--- config.mk ---
export PLATFORM = sky130hd
export DESIGN_NAME = knn_classify_datapath_flat
export DESIGN_NICKNAME = d
export VERILOG_FILES = /design/src/rtl/knn_classify_datapath_if.sv /design/src/rtl/knn_classify_datapath.sv /design/src/flat_wrapper.sv
export SDC_FILE = /design/constraint.sdc
export NUM_CORES = 1
export LEC_CHECK = 0
export CAP_MARGIN = 15
export CORE_MARGIN = 5
export CORE_UTILIZATION = 32
export DETAILED_ROUTE_END_ITERATION = 10
export REMOVE_ABC_BUFFERS = 1
export SLEW_MARGIN = 10
export SYNTH_ARGS = -nofsm -noshare
export SYNTH_HDL_FRONTEND = slang
export SYNTH_SLANG_ARGS = --single-unit
--- constraint.sdc ---
create_clock -name clk -period 7.2 [get_ports clk]
set_input_delay 0.72 -clock clk [delete_from_list [all_inputs] [get_ports clk]]
set_output_delay 0.72 -clock clk [all_outputs]
set_load 0.005 [all_outputs]
--- src/rtl/knn_classify_datapath_if.sv ---
`default_nettype none
// ============================================================================
// Module      : knn_classify_datapath_if
// Description : Sample-memory read bus between the kNN datapath (master,
//               issues reads) and the synchronous sample memory (slave).
// Revision    : 1.0 - initial release
// ============================================================================
interface knn_classify_datapath_if #(
    parameter int FEAT_W  = 8,
    parameter int LABEL_W = 2
) ();
    logic [6:0]         mem_addr;
    logic               mem_rd_en;
    logic [FEAT_W-1:0]  mem_x;
    logic [FEAT_W-1:0]  mem_y;
    logic [LABEL_W-1:0] mem_label;

    modport master (
        output mem_addr,
        output mem_rd_en,
        input  mem_x,
        input  mem_y,
        input  mem_label
    );

    modport slave (
        input  mem_addr,
        input  mem_rd_en,
        output mem_x,
        output mem_y,
        output mem_label
    );
endinterface
`default_nettype wire

--- src/rtl/knn_classify_datapath.sv ---
`default_nettype none
// ============================================================================
// Module      : knn_classify_datapath
// Description : Scans sample memory, keeps the three nearest samples to the
//               query (Manhattan distance) and emits a majority-vote label.
// Revision    : 1.0 - initial release
// ============================================================================
module knn_classify_datapath #(
    parameter int FEAT_W      = 8,
    parameter int LABEL_W     = 2,
    parameter int NUM_SAMPLES = 100
) (
    input  wire                      clk,
    input  wire                      rst,
    input  wire  [1:0]               state,
    input  wire  [6:0]               address,
    input  wire  [FEAT_W-1:0]        query_x,
    input  wire  [FEAT_W-1:0]        query_y,
    knn_classify_datapath_if.master  mem,
    output logic [LABEL_W-1:0]       class_out,
    output logic [FEAT_W:0]          nearest_dist,
    output logic                     class_valid
);

    localparam int               DIST_W     = FEAT_W + 1;
    localparam logic [1:0]       c_ST_SCAN  = 2'b01;
    localparam logic [1:0]       c_ST_VOTE  = 2'b11;
    localparam logic [6:0]       c_NUM      = 7'(NUM_SAMPLES);
    localparam logic [DIST_W-1:0] c_DIST_MAX = '1;

    function automatic logic [FEAT_W-1:0] abs_diff(input logic [FEAT_W-1:0] a,
                                                   input logic [FEAT_W-1:0] b);
        return (a >= b) ? (a - b) : (b - a);
    endfunction

    // ------------------------------------------------------------------
    // Read issue and scan control
    // ------------------------------------------------------------------
    logic w_rd_en;
    logic w_scan_start;
    logic w_vote_start;

    assign w_rd_en      = (state == c_ST_SCAN) && (address < c_NUM);
    assign w_scan_start = (state == c_ST_SCAN) && (address == 7'd0);

    assign mem.mem_addr  = address;
    assign mem.mem_rd_en = w_rd_en;

    logic              r_prev_vote;
    logic              r_rd_pend;
    logic [FEAT_W-1:0] r_qx;
    logic [FEAT_W-1:0] r_qy;

    assign w_vote_start = (state == c_ST_VOTE) && !r_prev_vote;

    always_ff @(posedge clk) begin
        if (!rst) begin
            r_prev_vote <= 1'b0;
            r_rd_pend   <= 1'b0;
            r_qx        <= '0;
            r_qy        <= '0;
        end else begin
            r_prev_vote <= (state == c_ST_VOTE);
            r_rd_pend   <= w_rd_en;
            if (w_scan_start) begin
                r_qx <= query_x;
                r_qy <= query_y;
            end
        end
    end

    // ------------------------------------------------------------------
    // Stage A: distance of the sample returned by memory this cycle
    // ------------------------------------------------------------------
    logic [DIST_W-1:0]  w_dist;
    logic [DIST_W-1:0]  r_a_dist;
    logic [LABEL_W-1:0] r_a_label;
    logic               r_a_valid;

    assign w_dist = {1'b0, abs_diff(mem.mem_x, r_qx)} + {1'b0, abs_diff(mem.mem_y, r_qy)};

    always_ff @(posedge clk) begin
        if (!rst) begin
            r_a_dist  <= '0;
            r_a_label <= '0;
            r_a_valid <= 1'b0;
        end else begin
            r_a_dist  <= w_dist;
            r_a_label <= mem.mem_label;
            r_a_valid <= r_rd_pend;
        end
    end

    // ------------------------------------------------------------------
    // Stage B: sorted top-3 list, E0 nearest
    // ------------------------------------------------------------------
    logic [DIST_W-1:0]  r_e_dist  [3];
    logic [LABEL_W-1:0] r_e_label [3];
    logic               r_e_vld   [3];

    logic [DIST_W-1:0]  w_base_dist  [3];
    logic [LABEL_W-1:0] w_base_label [3];
    logic               w_base_vld   [3];
    logic               w_lt         [3];
    logic [DIST_W-1:0]  w_nxt_dist   [3];
    logic [LABEL_W-1:0] w_nxt_label  [3];
    logic               w_nxt_vld    [3];

    // Invalid entries carry the all-ones distance, which no real sample can
    // reach, so a plain strict compare also finds the first empty slot.
    // Because the list is sorted, w_lt is monotone: once true it stays true.
    always_comb begin
        for (int i = 0; i < 3; i++) begin
            w_base_dist[i]  = w_scan_start ? c_DIST_MAX : r_e_dist[i];
            w_base_label[i] = w_scan_start ? '0         : r_e_label[i];
            w_base_vld[i]   = w_scan_start ? 1'b0       : r_e_vld[i];
            w_lt[i]         = r_a_valid && (r_a_dist < w_base_dist[i]);
        end

        w_nxt_dist[0]  = w_lt[0] ? r_a_dist  : w_base_dist[0];
        w_nxt_label[0] = w_lt[0] ? r_a_label : w_base_label[0];
        w_nxt_vld[0]   = w_lt[0] ? 1'b1      : w_base_vld[0];

        for (int i = 1; i < 3; i++) begin
            if (w_lt[i-1]) begin
                w_nxt_dist[i]  = w_base_dist[i-1];
                w_nxt_label[i] = w_base_label[i-1];
                w_nxt_vld[i]   = w_base_vld[i-1];
            end else if (w_lt[i]) begin
                w_nxt_dist[i]  = r_a_dist;
                w_nxt_label[i] = r_a_label;
                w_nxt_vld[i]   = 1'b1;
            end else begin
                w_nxt_dist[i]  = w_base_dist[i];
                w_nxt_label[i] = w_base_label[i];
                w_nxt_vld[i]   = w_base_vld[i];
            end
        end
    end

    always_ff @(posedge clk) begin
        for (int i = 0; i < 3; i++) begin
            if (!rst) begin
                r_e_dist[i]  <= c_DIST_MAX;
                r_e_label[i] <= '0;
                r_e_vld[i]   <= 1'b0;
            end else begin
                r_e_dist[i]  <= w_nxt_dist[i];
                r_e_label[i] <= w_nxt_label[i];
                r_e_vld[i]   <= w_nxt_vld[i];
            end
        end
    end

    // ------------------------------------------------------------------
    // Vote over the valid entries of the current list
    // ------------------------------------------------------------------
    logic               w_m01;
    logic               w_m02;
    logic               w_m12;
    logic [LABEL_W-1:0] w_vote_label;
    logic [DIST_W-1:0]  w_vote_dist;

    assign w_m01 = r_e_vld[0] && r_e_vld[1] && (r_e_label[0] == r_e_label[1]);
    assign w_m02 = r_e_vld[0] && r_e_vld[2] && (r_e_label[0] == r_e_label[2]);
    assign w_m12 = r_e_vld[1] && r_e_vld[2] && (r_e_label[1] == r_e_label[2]);

    always_comb begin
        w_vote_label = '0;
        if (w_m01 || w_m02) begin
            w_vote_label = r_e_label[0];
        end else if (w_m12) begin
            w_vote_label = r_e_label[1];
        end else if (r_e_vld[0]) begin
            w_vote_label = r_e_label[0];
        end
    end

    assign w_vote_dist = r_e_vld[0] ? r_e_dist[0] : c_DIST_MAX;

    always_ff @(posedge clk) begin
        if (!rst) begin
            class_out    <= '0;
            nearest_dist <= '0;
            class_valid  <= 1'b0;
        end else begin
            class_valid <= w_vote_start;
            if (w_vote_start) begin
                class_out    <= w_vote_label;
                nearest_dist <= w_vote_dist;
            end
        end
    end

endmodule
`default_nettype wire

--- src/flat_wrapper.sv ---
// flat-port wrapper written by rule: the top's interface ports become plain ports
module knn_classify_datapath_flat 
#(
    parameter int FEAT_W      = 8,
    parameter int LABEL_W     = 2,
    parameter int NUM_SAMPLES = 100
)
  (clk, rst, state, address, query_x, query_y, class_out, nearest_dist, class_valid, mem_mem_addr, mem_mem_rd_en, mem_mem_x, mem_mem_y, mem_mem_label);
  knn_classify_datapath_if #(.FEAT_W(FEAT_W), .LABEL_W(LABEL_W)) mem_i ();
  input  wire clk;
  input  wire rst;
  input  wire  [1:0] state;
  input  wire  [6:0] address;
  input  wire  [FEAT_W-1:0] query_x;
  input  wire  [FEAT_W-1:0] query_y;
  output logic [LABEL_W-1:0] class_out;
  output logic [FEAT_W:0] nearest_dist;
  output logic class_valid;
  output wire logic [$bits(mem_i.mem_addr)-1:0] mem_mem_addr;
  output wire logic [$bits(mem_i.mem_rd_en)-1:0] mem_mem_rd_en;
  input wire logic [$bits(mem_i.mem_x)-1:0] mem_mem_x;
  input wire logic [$bits(mem_i.mem_y)-1:0] mem_mem_y;
  input wire logic [$bits(mem_i.mem_label)-1:0] mem_mem_label;
  assign mem_mem_addr = mem_i.mem_addr;
  assign mem_mem_rd_en = mem_i.mem_rd_en;
  assign mem_i.mem_x = mem_mem_x;
  assign mem_i.mem_y = mem_mem_y;
  assign mem_i.mem_label = mem_mem_label;
  knn_classify_datapath #(.FEAT_W(FEAT_W), .LABEL_W(LABEL_W), .NUM_SAMPLES(NUM_SAMPLES)) u_core (.clk(clk), .rst(rst), .state(state), .address(address), .query_x(query_x), .query_y(query_y), .mem(mem_i), .class_out(class_out), .nearest_dist(nearest_dist), .class_valid(class_valid));
endmodule
run_1/class_map.png
Scale: 3 px per um. Fill, decap, tap and diode cells in grey.
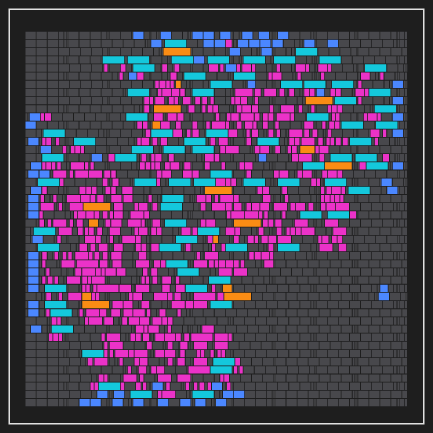
colour	class	cells
orange	clock drivers and dummy loads	16
blue	remaining buffers and delay cells	69
magenta	remaining logic cells	534
cyan	registers	78

run_1/m2.png
Scale: 3 px per um. Cells faint in the background.
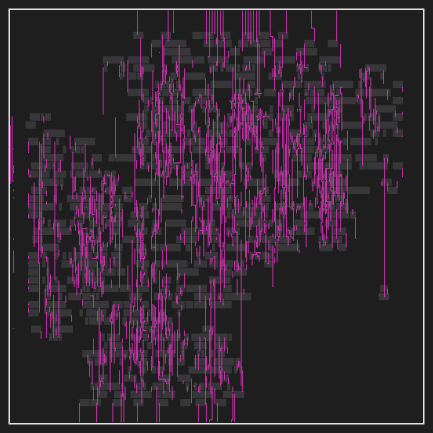
share of all routed wire	46%
wire length on this layer	5790 um
longest straight run	48.6 um
nets with wire on the layer	624
final wirelength: 12700 um
met2 usage: 22.3%
DR vias: 4582

==> qor.yml, run 1 <==
power:
  power_leader: "registers"
  p_sw_mw: 0.363
  swShare_pct: 30.4
  pwr.group.clock_mw: 0.438
  leakagePower_nw: 2.59
  intPower_mw: 0.832
  p_clk_share_pct: 36.7
  p_per_area_mw_per_mm2: 191
  sequentialPowerShare_pct: 42.1
  pg_comb_mw: 0.254
  powerSeq_mw: 0.503
synthesis:
  async_reset_ff_share_pct: 0
  xor_area_share_pct: 3.53
  topCellsByArea: "dfxtp_1 30%, ha_1 15%, a21oi_1 5.3%, nor2_1 4.2%, nand2_1 3.8%"
  netlist_instances: 654
  synthTopLogicFamily: "AND-OR/OR-AND gates"
  syn-cell-area_mm2: 0.00522
  synth.most_common_cell: "dfxtp_1"
  yosysUniqueCellTypes: 53
  top_area_share_pct: 29.9
  ys_cells: 654
  ys_sh_adder_pct: 16.8
  synth-edff-count: 0
  yosys_area_mm2: 0.00522
  simple_gate_area_share_pct: 18.5
  yosysWarnings: 0
  ys_ff: 78
  ys_seq_share_pct: 29.9
  yosys.area_share.aoi_pct: 20.9
  ys_sh_mux_pct: 2.76
  yosysTopAreaCell: "dfxtp_1"
  ys.flop_type: "dfxtp_1"
floorplan:
  fp.coreArea_mm2: 0.0159
  top_level_ports: 65
  tapCellCount: 216
  rows: 46
  die_y_um: 138
  chipArea_mm2: 0.0190
  die_w_um: 138
  fp_util_pct: 32.7
finish:
  drive_gt1_share_pct: 4.45
  syn_to_final_growth_pct: 19.7
  lay_top_count: "dfxtp_1"
  nFillCells: 1676
  n_all_buffers: 69
  fin_nets: 804
  logic_area_mm2: 0.00326
  dominant_cells: "multi-input combinational cells"
  clockBufferCount: 10
  clk_share_pct: 4.53
  seq-cell-share_pct: 25.0
  num-nonclk-inverters: 52
  antennaDiodeCount: 0
  buf_share_pct: 10.9
  comb-cell-share_pct: 52.2
grt:
  track_usage_pct: 14.0
  antenna_found_initial: 0
  grt_pass1_wl_um: 21100
  grtUsageMet1_pct: 18.7
  grt_max_degree: 52
  gr-total-overflow: 0
cts:
  cts_sinks: 78
  ctsResizeCount: 0
  cts_htree_levels: 3
  cts_setup_buffers: 0
  clk_pin_slew_ps: 60
  cts_root_buf: "clkbuf_16"
  holdBufCountCts: 0
placed_design:
  gp_congestion: 0.844
  portBuffers: 64
  place_hpwl_um: 9470
drt:
  route.detailed.drc: 0
  routedWlPerCell_um: 13.9
  vias_per_cell: 5.02
  antenna_left: 0
  wl_met2_um: 5790
  drt-initial-drc-count: 275
  drt-pass1-iter-count: 4
  top_layer: "met4"
  wl_met1_um: 6100
final_timing:
  setup-violations-final: 0
  final.hold.worst_slack_ps: 418
  finalCriticalPeriod_ps: 4620
  slew_viol_final: 0
  hold_violations: 0
  max_slew_margin_pct: 35.0
  grt_setup_unrepaired: "false"
  worstMarginPinSlew_ps: 976
run:
  tool_warnings: 39
worst_setup_path:
  critical_path_required_ps: 7400
  critPathLaunchType: "input port"
  crit_fanout: 51
  endpoint_kind: "flop"
  crit_type: "in2reg"
worst_hold_path:
  min_path_type: "reg2reg"
outcome:
  outcome: "complete, no violations"
run_1/clock_nets.png
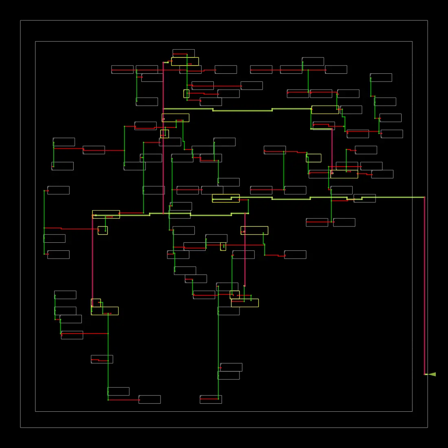
worst-skew pair later-pin latency: 350 ps
clk_skew: 9.47 ps
Flops: 78
CTS buffer count: 9

run 1: flip-flops by register name, summed over array words and instances (netlist names):
signal	flops
u_core.r_e_vld	3
u_core.r_e_label	6
u_core.r_qx	8
u_core.r_a_label	2
u_core.class_valid	1
u_core.r_a_valid	1
u_core.r_qy	8
u_core.class_out	2
u_core.r_rd_pend	1
u_core.r_a_dist	9
u_core.r_prev_vote	1
u_core.r_e_dist	27
u_core.nearest_dist	9
run 1: stage by stage:
| step | cell area (um2) | total power, mW | util, % | setup WS, ps | std cells |
|---|---|---|---|---|---|
| CTS | 6240 | 1.21 | 39.2 | 2590 | 913 |
| finish | 6240 | 1.20 | 39.2 | 2580 | 913 |
| global placement | 5960 | 0.765 | 37.4 | 2300 | 897 |
| floorplan | 5010 | 0.667 | - | 2350 | 612 |
| global route | 6240 | 1.26 | 39.2 | 2190 | 913 |
| detailed placement | 5960 | 0.766 | 37.4 | 2230 | 897 |
run 1: path summary, 6_finish.rpt:
check                                start                               end  slack (ps)  depth (start not counted)
min          u_core.r_prev_vote$_SDFF_PN0_     u_core.class_valid$_SDFF_PN0_         420                          1
max reg2reg    u_core.r_qx[0]$_SDFFE_PN0P_     u_core.r_a_dist[7]$_SDFF_PN0_        3420                         15
min reg2reg  u_core.r_prev_vote$_SDFF_PN0_     u_core.class_valid$_SDFF_PN0_         420                          1
max                             address[1]  u_core.r_e_dist[1][2]$_SDFF_PN1_        2580                         13
run 1: worst max-delay path, stage by stage:
cell             delay (ps)
clkdlybuf4s50_1         490
or4_4                   600
nor3_4                  120
buf_4                   490
nor2_1                  130
ha_1                    310
a211oi_1                200
nor3_1                   80
nor4b_1                 420
nand3_1                 550
buf_4                   400
o21ai_0                 170
o221ai_1                120
run_1/clock_wires.png
Scale: 4 px per um.
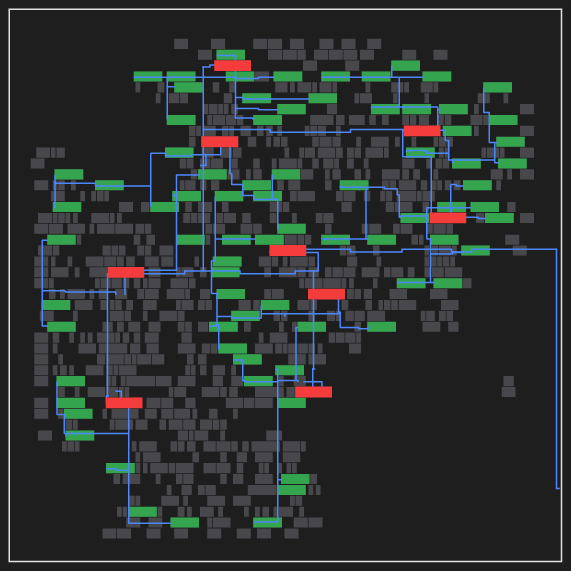

==> run 2, diff against run 1 <==
Clock period 7.2 ns to 4.47 ns, I/O delays scaled along.
run_2/clock_wires.png
Scale: 4 px per um.
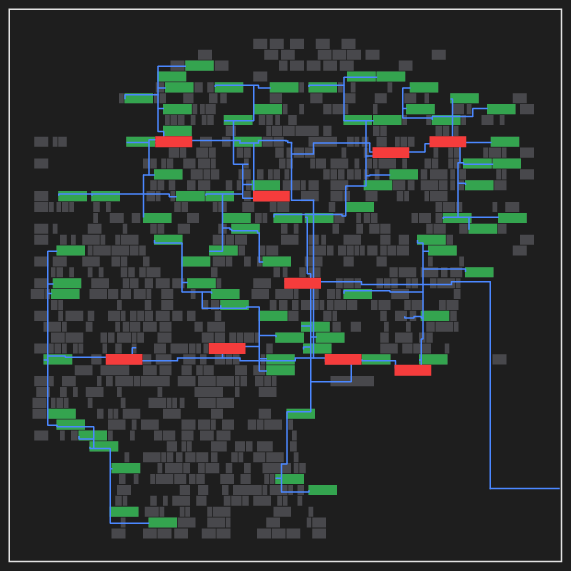
[blue] clock wires | length: 1160 um
[green] flip-flops | count: 78
[red] clock-net drivers | count: 9
routed clock nets	10
clk_skew: 5.96 ps
clk pwr: 0.715 mW

run_2/m2.png
Scale: 3 px per um. Cells faint in the background.
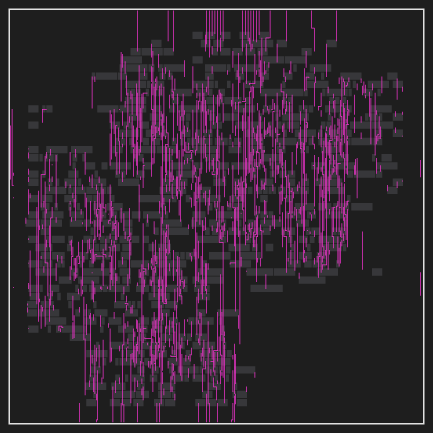
nets with wire on the layer	634
longest straight run	45.0 um

==> run 2 against run 1 <==
  * Die size unchanged
  * Via count down 0.48%
  * Power up 62%
  * Synthesized cell count unchanged
  * Critical endpoint is now u_core.r_a_dist[6]$_SDFF_PN0_
  * Combinational power up 66%
  * Highest routed layer unchanged
  * Sequential cell count unchanged
  * Area after synthesis unchanged
  * Sequential share of layout area down 0.37 points
  * Clock-buffer cell count up 1
  * Utilization up 0.59 points
==> qor.yml, run 2 <==
power:
  p_per_area_mw_per_mm2: 306  # was 191 mW/mm2
  irDropWorstVdd_v: 0.000203  # was 0.000124 V
  leakagePower_nw: 2.64  # was 2.59 nW
grt:
  grtUsageMet1_pct: 19.3  # was 18.7%
  top_usage_layer: "met2"  # unchanged
  track_usage_pct: 14.4  # was 14.0%
  grt_pass1_vias: 4517  # was 4350
  antenna_found_initial: 0  # unchanged
  grt_util_met2_pct: 23.0  # was 22.3%
  use_met3_pct: 3.58  # was 2.63%
  grt_pass1_wl_um: 21900  # was 21100 um
  grt_max_degree: 38  # was 52
  gr-total-overflow: 0  # unchanged
drt:
  wl_met1_um: 6270  # was 6100 um
  antenna_left: 0  # unchanged
  drt_wl_total_um: 12700  # about the same
  drt-initial-drc-count: 280  # was 275
  vias_per_cell: 4.94  # was 5.02
  route.detailed.drc: 0  # unchanged
  wl_met2_um: 5910  # was 5790 um
  via_count: 4560  # was 4582
  drt-pass1-iter-count: 4  # unchanged
  routedWlPerCell_um: 13.8  # was 13.9 um
  wl_met3_um: 449  # was 611 um
  top_layer: "met4"  # unchanged
synthesis:
  ys.flop_type: "dfxtp_1"  # unchanged
  async_reset_ff_share_pct: 0  # unchanged
  yosysUniqueCellTypes: 53  # unchanged
  topCellsByArea: "dfxtp_1 30%, ha_1 15%, a21oi_1 5.3%, nor2_1 4.2%, nand2_1 3.8%"  # unchanged
  synth.most_common_cell: "dfxtp_1"  # unchanged
  synth-edff-count: 0  # unchanged
  yosysTopAreaCell: "dfxtp_1"  # unchanged
  yosysWarnings: 0  # unchanged
  ys_ff: 78  # unchanged
  ys_cells: 654  # unchanged
  top_area_share_pct: 29.9  # unchanged
  syn_area_per_cell_um2: 7.97  # unchanged
  syn-cell-area_mm2: 0.00522  # unchanged
  ys_seq_share_pct: 29.9  # unchanged
  yosys_area_mm2: 0.00522  # unchanged
  netlist_instances: 654  # unchanged
  common_cells: "78 x dfxtp_1, 62 x ha_1, 58 x nor2_1, 55 x a21oi_1, 53 x nand2_1"  # unchanged
run:
  maxCapViolations: 0  # unchanged
  tool_warnings: 39  # unchanged
finish:
  largest_reg_flops: 27  # unchanged
  largest_register: "u_core.r_e_dist"  # unchanged
  nFillCells: 1690  # was 1676
  antennaDiodeCount: 0  # unchanged
  fin_area_mm2: 0.00634  # was 0.00624 mm2
  fin_nets: 815  # was 804
  syn_to_final_growth_pct: 21.5  # was 19.7%
  lay_top_count: "dfxtp_1"  # unchanged
  most-common-layout-cells: "78 x dfxtp_1, 64 x clkdlybuf4s50_1, 62 x ha_1"  # unchanged
  top_regs: "u_core.r_e_dist x27, u_core.nearest_dist x9, u_core.r_a_dist x9"  # unchanged
  drive_gt1_share_pct: 5.52  # was 4.45%
floorplan:
  die_y_um: 138  # unchanged
  chipArea_mm2: 0.0190  # unchanged
  rows: 46  # unchanged
  fp.coreArea_mm2: 0.0159  # unchanged
  top_level_ports: 65  # unchanged
  die_w_um: 138  # unchanged
  fp_util_pct: 32.7  # unchanged
cts:
  holdBufCountCts: 0  # unchanged
  clk_pin_slew_ps: 60  # about the same
  cts_inserted_buffers: 9  # unchanged
  cts_setup_buffers: 0  # unchanged
  ctsResizeCount: 0  # unchanged
  cts_tree: "yes"  # unchanged
  cts_root_buf: "clkbuf_16"  # unchanged
  cts_htree_levels: 3  # unchanged
  clockBufferDepth: 2  # unchanged
worst_setup_path:
  critPathSlowestCell: "clkdlybuf4s50_1"  # was or4_4
  crit_type: "in2reg"  # unchanged
  critPathLaunchType: "input port"  # unchanged
  critical_path_required_ps: 4720  # was 7400 ps
  arrival_ps: 4190  # was 4830 ps
  crit_fanout: 3  # was 51
  cpPeakStageDelay_ps: 460  # was 600 ps
  endpoint_kind: "flop"  # unchanged
  crit_start: "mem_mem_x[0]"  # was address[1]
  worstPathCellList: "clkdlybuf4s50_1 > inv_1 > ha_1 > inv_1 > fa_1 > a21o_1 > a21oi_1 > a31oi_1 > a211o_1 > mux2_2 > fa_1 > a21o_1 > a21oi_1 > nor2b_1 > o21a_1 > o21ai_0 > nor3b_1"  # was clkdlybuf4s50_1 > or4_4 > nor3_4 > buf_4 > nor2_1 > ha_1 > a211oi_1 > nor3_1 > nor4b_1 > nand3_1 > buf_4 > o21ai_0 > o221ai_1
  r2r-start: "u_core.r_qx[0]$_SDFFE_PN0P_"  # unchanged
final_timing:
  period_used_pct: 88.2
  max_slew_margin_pct: 32.2  # was 35.0%
  final.setup.tns_ps: 0  # unchanged
  max_freq_mhz: 254
  hold_violations: 0  # unchanged
  worstMarginPinSlew_ps: 1020  # was 976 ps
  grt_setup_unrepaired: "false"  # unchanged
  finalCriticalPeriod_ps: 3940
  setup-violations-final: 0  # unchanged
  slew_viol_final: 0  # unchanged
worst_hold_path:
  min_path_type: "reg2reg"  # unchanged
  min_from: "u_core.r_prev_vote$_SDFF_PN0_"  # unchanged
placed_design:
  gp_congestion: 0.908  # was 0.844
  place_hpwl_um: 9900  # was 9470 um
  portBuffers: 64  # unchanged
  placed_area_mm2: 0.00606  # was 0.00596 mm2
outcome:
  outcome: "complete, no violations"  # unchanged
run_2/clock_nets.png
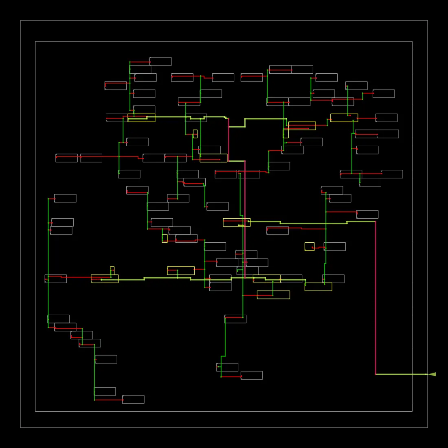
worst-skew pair later-pin latency: 340 ps
Clock Sink Count: 78
CLK BUF: 11

-- run 2: final timing paths --
check	endpoint	slack, ps	cells past startpoint
max	u_core.r_a_dist[6]$_SDFF_PN0_	530	17
min	u_core.class_valid$_SDFF_PN0_	410	1
max reg2reg	u_core.r_a_dist[6]$_SDFF_PN0_	790	15
min reg2reg	u_core.class_valid$_SDFF_PN0_	410	1
-- run 2: power by group --
| part | total [mW] | switching (mW) | internal, mW |
|---|---|---|---|
| clock | 0.715 | 0.286 | 0.429 |
| sequential | 0.804 | 0.0626 | 0.742 |
| combinational | 0.422 | 0.212 | 0.210 |
| total | 1.94 | 0.560 | 1.38 |
-- run 2: layout make-up --
cell class	instances	area, um2	share of cell area, %
multi-input combinational	482	3260	51.4
sequential	78	1560	24.6
timing repair buffer	80	773	12.2
tap	216	270	4.26
clock buffer	11	233	3.67
inverter	52	195	3.08
clock inverter	4	48.8	0.770
-- run 2: stage by stage --
stage / utilization (%) / hold WS (ps) / setup WS (ps) / cells / total power, mW
final: 39.8 / 413 / 528 / 923 / 1.94
after global routing: 39.8 / 427 / 217 / 923 / 2.06
after CTS: 39.8 / 415 / 555 / 923 / 1.96
after detailed placement: 38.0 / 407 / 216 / 908 / 1.24
after global placement: 38.0 / 407 / 310 / 908 / 1.24
after floorplan: - / 398 / -108 / 612 / 1.07
-- run 2: logic make-up after synthesis --
family	count (synthesis)	synth area share, %
multiplexers	14	2.76
XOR/XNOR	21	3.53
buffers and inverters	94	7.61
AND-OR/OR-AND	175	20.9
AND/OR/NAND/NOR	205	18.5
adder cells (fa/ha/maj)	67	16.8
flip-flops	78	29.9
-- run 2: critical path: cells and delay by family --
kind	cells	cell delay, ps
AND-OR/OR-AND	8	1570
adder cells (fa/ha/maj)	3	970
buffers and inverters	3	590
multiplexers	1	320
AND/OR/NAND/NOR	2	310
run_2/pinout.png
Scale: 2 px per um. Pins as bars across the die edge, other pins in grey.
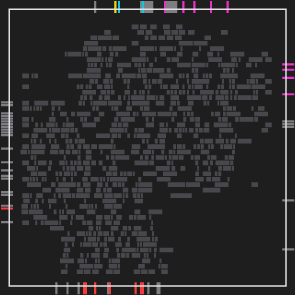

==> run 3, diff against run 2 <==
Settings changed: REMOVE_ABC_BUFFERS 1 to default.
run_3/pinout.png
Scale: 2 px per um. Pins as bars across the die edge, other pins in grey.
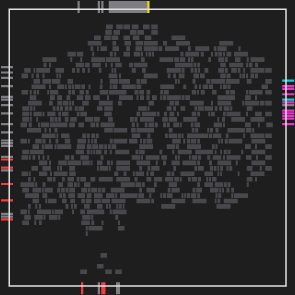
colour	port	pins	direction	edge
magenta	`nearest_dist`	9	output	east
cyan	`class_out`	2	output	east
red	`mem_mem_y`	8	input	5 west, 3 south
yellow	`class_valid`	1	output	north

run_3/clock_wires.png
Scale: 4 px per um.
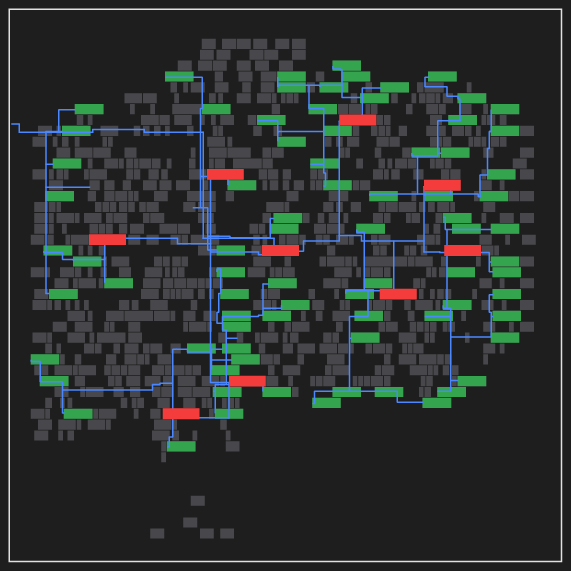
[green] flip-flops | count: 78
[blue] clock wires | length: 1130 um
[red] clock-net drivers | count: 9
routed clock nets	10

run_3/clock_nets.png
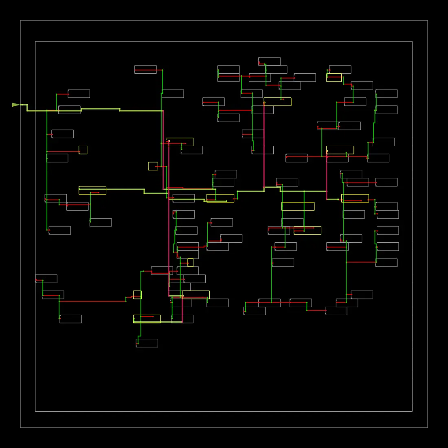
clk pwr: 0.742 mW
CLK BUF: 10
clk_skew: 4.87 ps

==> run 3 against run 2 <==
  * Power is 1.1% higher
  * Sequential cell count stayed put
  * Global-route usage is 0.90 points lower
  * Critical endpoint is now u_core.r_a_dist[7]$_SDFF_PN0_
  * Via count is 0.88% higher
  * Largest cell class unchanged
  * Wire length is 2.9% lower
  * Non-clock buffer count is 4 lower
  * Setup slack worse by 13 ps
  * Clock skew is 1.1 ps lower
  * Combinational power hardly changed
  * Utilization is 0.086 points lower
  * Clock-buffer cell count is 1 lower
==> qor.yml, run 3 <==
final_timing:
  slew_viol_final: 0  # unchanged
  worstMarginPinSlew_ps: 1080  # was 1020 ps
  max_freq_mhz: 253  # was 254 MHz
  setup-violations-final: 0  # unchanged
  grt_setup_unrepaired: "false"  # unchanged
  max_slew_margin_pct: 27.8  # was 32.2%
  finalCriticalPeriod_ps: 3960  # was 3940 ps
  hold_violations: 0  # unchanged
  period_used_pct: 88.5  # was 88.2%
  final.setup.tns_ps: 0  # unchanged
power:
  leakagePower_nw: 2.62  # was 2.64 nW
  sequentialPowerShare_pct: 40.8  # was 41.4%
  p_clk_share_pct: 37.8  # was 36.8%
  swShare_pct: 28.9  # about the same
  combinationalPowerShare_pct: 21.4  # was 21.7%
  irDropWorstVdd_v: 0.000205  # was 0.000203 V
  p_per_area_mw_per_mm2: 310  # was 306 mW/mm2
  p_sw_mw: 0.566  # was 0.560 mW
  intPower_mw: 1.40  # was 1.38 mW
worst_setup_path:
  critical_path_required_ps: 4670  # was 4720 ps
  ff2ff_path_depth: 15  # unchanged
  arrival_ps: 4160  # was 4190 ps
  critPathSlowestCell: "clkdlybuf4s50_1"  # unchanged
  cpPeakStageDelay_ps: 420  # was 460 ps
  crit_type: "in2reg"  # unchanged
  crit_fanout: 7  # was 3
  endpoint_kind: "flop"  # unchanged
  r2r-end: "u_core.r_a_dist[7]$_SDFF_PN0_"  # was u_core.r_a_dist[6]$_SDFF_PN0_
  r2r_slack_ps: 730  # was 790 ps
  cp_top_family: "AND-OR/OR-AND gates"  # unchanged
  r2r-start: "u_core.r_qx[0]$_SDFFE_PN0P_"  # unchanged
  critPathLaunchType: "input port"  # unchanged
  crit_buf_inv: 3  # unchanged
  worstPathCellList: "clkdlybuf4s50_1 > inv_1 > ha_1 > inv_1 > fa_1 > a21o_1 > a21oi_1 > a31oi_1 > a211o_1 > mux2_2 > ha_1 > a21o_1 > a21oi_1 > o21ai_0 > o41ai_1 > xor2_1 > nor2_1"  # was clkdlybuf4s50_1 > inv_1 > ha_1 > inv_1 > fa_1 > a21o_1 > a21oi_1 > a31oi_1 > a211o_1 > mux2_2 > fa_1 > a21o_1 > a21oi_1 > nor2b_1 > o21a_1 > o21ai_0 > nor3b_1
synthesis:
  synth.most_common_cell: "dfxtp_1"  # unchanged
  netlist_instances: 654  # unchanged
  syn_area_per_cell_um2: 7.97  # unchanged
  yosysUniqueCellTypes: 53  # unchanged
  synth-edff-count: 0  # unchanged
  topCellsByArea: "dfxtp_1 30%, ha_1 15%, a21oi_1 5.3%, nor2_1 4.2%, nand2_1 3.8%"  # unchanged
  ys_sh_adder_pct: 16.8  # unchanged
  xor_area_share_pct: 3.53  # unchanged
  yosysWarnings: 0  # unchanged
  syn_nets: 766
  ys.flop_type: "dfxtp_1"  # unchanged
  ys_sh_mux_pct: 2.76  # unchanged
  yosys.area_share.aoi_pct: 20.9  # unchanged
  top_area_share_pct: 29.9  # unchanged
  ys_ff: 78  # unchanged
  synthTopLogicFamily: "AND-OR/OR-AND gates"  # unchanged
  ys_seq_share_pct: 29.9  # unchanged
  yosysTopAreaCell: "dfxtp_1"  # unchanged
  simple_gate_area_share_pct: 18.5  # unchanged
  yosys_area_mm2: 0.00522  # unchanged
  common_cells: "78 x dfxtp_1, 62 x ha_1, 58 x nor2_1, 55 x a21oi_1, 53 x nand2_1"  # unchanged
  ys_cells: 654  # unchanged
  syn-cell-area_mm2: 0.00522  # unchanged
  async_reset_ff_share_pct: 0  # unchanged
cts:
  cts_root_buf: "clkbuf_16"  # unchanged
  cts_sinks: 78  # unchanged
  clk_latency_ps: 340  # about the same
  holdBufCountCts: 0  # unchanged
  cts_setup_buffers: 0  # unchanged
  cts_inserted_buffers: 9  # unchanged
  cts_tree: "yes"  # unchanged
  ctsResizeCount: 0  # unchanged
  cts_htree_levels: 3  # unchanged
  clk_pin_slew_ps: 60  # about the same
  clockBufferDepth: 2  # unchanged
drt:
  via_count: 4600  # was 4560
  wl_met3_um: 396  # was 449 um
  vias_per_cell: 5.01  # was 4.94
  route.detailed.drc: 0  # unchanged
  wl_met1_um: 5780  # was 6270 um
  drt-initial-drc-count: 175  # was 280
  drt_wl_total_um: 12400  # was 12700 um
  routedWlPerCell_um: 13.5  # was 13.8 um
  antenna_left: 0  # unchanged
  top_layer: "met4"  # unchanged
  wl_met2_um: 6050  # was 5910 um
  drt-pass1-iter-count: 4  # unchanged
floorplan:
  top_level_ports: 65  # unchanged
  rows: 46  # unchanged
  fp_util_pct: 32.7  # unchanged
  die_w_um: 138  # unchanged
  fp.coreArea_mm2: 0.0159  # unchanged
  die_y_um: 138  # unchanged
  chipArea_mm2: 0.0190  # unchanged
finish:
  syn_to_final_growth_pct: 21.3  # was 21.5%
  lay_top_count: "dfxtp_1"  # unchanged
  top_regs: "u_core.r_e_dist x27, u_core.nearest_dist x9, u_core.r_a_dist x9"  # unchanged
  fin_area_mm2: 0.00632  # was 0.00634 mm2
  antennaDiodeCount: 0  # unchanged
  largest_register: "u_core.r_e_dist"  # unchanged
  fin_nets: 811  # was 815
  drive_gt1_share_pct: 5.26  # was 5.52%
  layout.cells.non_filler: 919  # was 923
  most-common-layout-cells: "78 x dfxtp_1, 64 x clkdlybuf4s50_1, 62 x ha_1"  # unchanged
  largest_reg_flops: 27  # unchanged
grt:
  grt_util_met2_pct: 23.6  # was 23.0%
  antenna_found_initial: 0  # unchanged
  gr-total-overflow: 0  # unchanged
  grt_max_degree: 57  # was 38
  grt_pass1_vias: 4329  # was 4517
  use_met3_pct: 2.63  # was 3.58%
  grtUsageMet1_pct: 16.8  # was 19.3%
  grt_pass1_wl_um: 20600  # was 21900 um
  top_usage_layer: "met2"  # unchanged
  track_usage_pct: 13.5  # was 14.4%
placed_design:
  placed_area_mm2: 0.00603  # was 0.00606 mm2
  dpl.cell_count: 904  # was 908
  gp_congestion: 0.829  # was 0.908
  portBuffers: 64  # unchanged
  place_hpwl_um: 9350  # was 9900 um
worst_hold_path:
  hold_depth: 1  # unchanged
  holdPathEnd: "u_core.class_valid$_SDFF_PN0_"  # unchanged
  min_from: "u_core.r_prev_vote$_SDFF_PN0_"  # unchanged
  min_path_type: "reg2reg"  # unchanged
run:
  maxCapViolations: 0  # unchanged
  tool_warnings: 40  # was 39
outcome:
  outcome: "complete, no violations"  # unchanged
-- run 3: power by group through the flow --
stage | logic, mW | clock network [mW] | registers [mW]
after global routing | 0.477 | 0.787 | 0.808
after CTS | 0.424 | 0.764 | 0.798
after floorplan | 0.293 | 0 | 0.794
final | 0.420 | 0.742 | 0.800
after global placement | 0.418 | 0 | 0.815
after detailed placement | 0.422 | 0 | 0.813
-- run 3: worst max path at each step --
| stage | startpoint | to | depth (start not counted) |
|---|---|---|---|
| final | mem_mem_x[0] | u_core.r_a_dist[7]$_SDFF_PN0_ | 17 |
| after global routing | mem_mem_x[0] | u_core.r_a_dist[6]$_SDFF_PN0_ | 17 |
| after detailed placement | mem_mem_x[0] | u_core.r_a_dist[7]$_SDFF_PN0_ | 17 |
| after floorplan | mem_mem_x[0] | u_core.r_a_dist[6]$_SDFF_PN0_ | 17 |
| after CTS | mem_mem_x[0] | u_core.r_a_dist[7]$_SDFF_PN0_ | 17 |
| after global placement | mem_mem_x[0] | u_core.r_a_dist[7]$_SDFF_PN0_ | 17 |
-- run 3: final cells by class --
type                            count  area (um2)
Multi-Input combinational cell    482        3260
Sequential cell                    78        1560
Inverter                           52         195
Clock inverter                      5        58.8
Fill cell                        1684        9620
Timing Repair Buffer               76         743
Clock buffer                       10         239
Tap cell                          216         270
-- run 3: per-stage QoR --
stage          setup slack (ps)  hold WS, ps  util (%)  total power, mW
3_5_place_dp                157          415      37.8             1.24
3_3_place_gp                264          413      37.8             1.23
2_1_floorplan               841          398         -             1.09
6_report                    514          419      39.7             1.96
5_1_grt                     196          452      39.7             2.07
4_1_cts                     513          424      39.7             1.99
Power figures rest on the tool's default switching activity, not on a simulated workload.
